==> config.mk <==
export PLATFORM = sky130hd
export DESIGN_NAME = uart_ctrl_flat
export DESIGN_NICKNAME = d
export VERILOG_FILES = /design/src/rtl/uart_ctrl_if.sv /design/src/rtl/uart_ctrl.sv /design/src/flat_wrapper.sv
export SDC_FILE = /design/constraint.sdc
export NUM_CORES = 1
export LEC_CHECK = 0
export ABC_AREA = 1
export CORE_ASPECT_RATIO = 1.5
export CORE_UTILIZATION = 40
export CTS_CLUSTER_SIZE = 40
export DETAILED_ROUTE_END_ITERATION = 6
export PLACE_DENSITY_LB_ADDON = 0.15
export SKIP_LAST_GASP = 1
export SLEW_MARGIN = 30
export SYNTH_ARGS = -nofsm -noshare
export SYNTH_HDL_FRONTEND = slang
export SYNTH_SLANG_ARGS = --single-unit
==> constraint.sdc <==
create_clock -name clk -period 1.5 [get_ports clk]
set_input_delay 0.15 -clock clk [delete_from_list [all_inputs] [get_ports clk]]
set_output_delay 0.15 -clock clk [all_outputs]
set_load 0.005 [all_outputs]
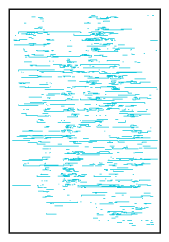
(images/met1.png)
Drawn at 2 px/um.
share of all routed wire: 41%
nets with wire on the layer: 360
final routed wirelength across all metal layers: 6060 um
via count: 2195
GRT met1 Usage: 17.7%

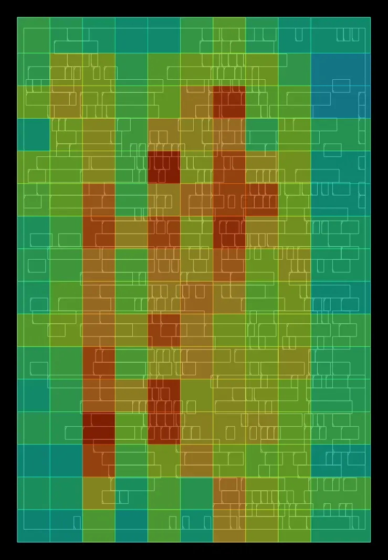
(images/final_congestion.png)
GR Layer Usage met3: 4.18%
gr usage total: 16.0%
final core occ: 53.9%
met2 Use GR: 26.3%

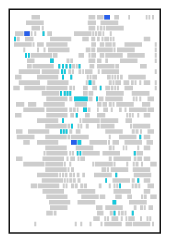
(images/gate_families.png)
Drawn at 2 px/um.
| family | color | cells |
|---|---|---|
| XOR/XNOR gates | blue | 3 |
| NOR gates | cyan | 41 |
tally of non-filler cells in the final layout: 489
leading cell type in the layout, fill and taps excluded: nand2_1
combinational share of cell area: 23.7%

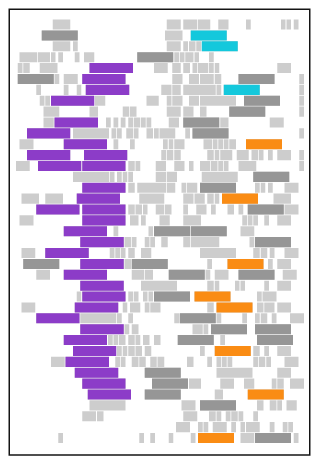
(images/registers.png)
Drawn at 4 px/um. Other sequential cells in the stronger gray, the rest of the logic in the fainter gray.
| netlist name | color | flops |
|---|---|---|
| u_core.cnt_reg | cyan | 3 |
| u_core.fifo_mem | purple | 32 |
| u_core.hold_reg | orange | 8 |
Seq/total area: 47.5%
total area of sequential cells: 1960 um2
sequential-cell power consumption: 2.86 mW

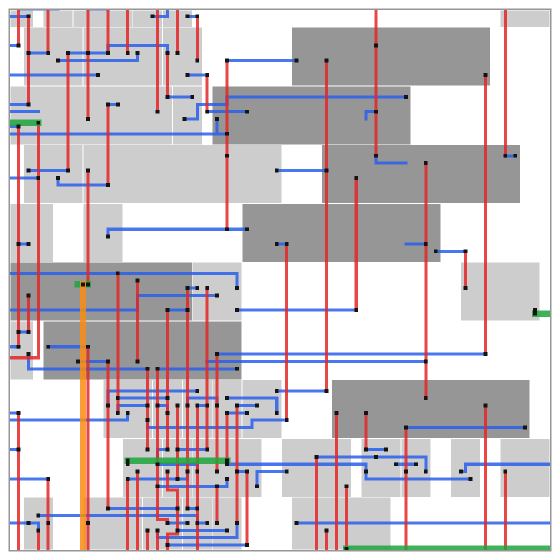
(images/zoom.png)
Window x 44 to 69, y 71 to 96 um. Cells in gray, sequential cells in the stronger gray; small squares are vias.
| layer | color |
|---|---|
| met2 | red |
| met1 | blue |
| met3 | green |
| met4 | orange |
cells with their middle in the window: 38
most frequent: nand2_1 (8), dfrtp_1 (7)
sequential cells in the window: 7

==> deck_impl_summary.md <==
Synthesis and Place & Route Summary

Status
  – Outcome: finished, final reports clean

Synth
  – Largest area contributor in the synthesized netlist: dfrtp_1
  – Number of unique standard cell types used by synthesis: 32
  – Part of the Yosys area used for sequential elements: 61.8%
  – Synth mux share: 0%
  – Dominant cell by count in the synthesized netlist: nand2_1
  – Synthesized flop and latch total: 72
  – Yosys stat cell total: 304
  – Most used DFF post-synth: dfrtp_1
  – Number of warnings reported in the yosys synthesis log: 0
  – Simple-gate area share of the yosys netlist: 17.0%
  – Async SR Flop Fraction: 55.6%
  – XOR/XNOR Area Share: 0.828%
  – Cells taking the most area after synthesis: dfrtp_1, edfxtp_1, nand2_1
  – Logic family by area: simple AND/OR/NAND/NOR gates

Clocking
  – Clk slew on worst S/H paths: 0.05 ns
  – CTS H-Tree Depth: 3
  – Cell at the root of the clock tree: clkbuf_16
  – Count of clock tree sinks: 72
  – Hold buffer count at CTS: 1
  – Post-CTS setup-driven buffer insertion count: 1
  – CTS tree: yes

Drt
  – Number of nets with antenna violations after detailed routing: 0
  – Detail-routed net length per standard cell: 12.4 um
  – Count of routing violations after the opening detailed-route iteration: 107
  – Via-per-instance ratio: 4.49
  – DRC violations left: 0

Global routing
  – Layer with the highest usage after global routing: met2
  – Total overflow reported by the global router: 0
  – Pin count of the biggest net entering global routing: 41
  – Vias in the first global route: 2193

STA
  – Post-route minimum period: 1.44 ns
  – Setup repair after global routing missed its margin: true
  – Hold slack final: 0.207 ns
  – Worst slew margin: 64.5%
  – Max Clk Rate: 0.692 GHz
  – Hold Fails Final Rpt: 0

Pwr
  – Biggest consumer: registers
  – Clock network fraction of total power: 27.3%
  – Power drawn by the combinational cells: 2.04 mW
  – Total power divided by cell area: 1630 nW/um2
  – Sequential share of power: 42.4%
  – Internal Dissipation: 4.66 mW
  – Static leakage: 1.91 nW

Final layout
  – Final-layout fill cell count: 680
  – Non-clk invs: 31
  – Flop count: 72
  – Relative area of non-clock buffer cells in the final design: 16.7%
  – Mi-comb count: 194
  – Most frequent logic cells in the routed design: nand2_1, dfrtp_1, clkdlybuf4s50_1
  – Design area: 4130 um2
  – Fraction of layout instances using a drive strength above 1: 16.0%
  – Footprint of the multi-input gates: 978 um2
  – Clock buffer and inverter area fraction after layout: 6.24%

Floorplan
  – Top-Level Pins: 93
  – Die boundary width: 74.7 um
  – Tap cell instance count: 102
  – Full die area: 8300 um2

Placement
  – Minimum setup slack after placement: -0.435 ns
  – Placer congestion estimate: 0.814
  – Post-Place Cells: 469
  – Quantity of I/O buffers inserted on ports: 44

Critical path
  – Dominant delay contributor by cell family on the critical path: buffers and inverters
  – Flop-to-flop setup slack: 0.06 ns
  – Sort of element at the start of the critical path: flip-flop
  – Type of element capturing the critical path: flip-flop
  – Total stage count of the critical path: 6
No activity file was given, so power comes from the tool's default toggle rates.
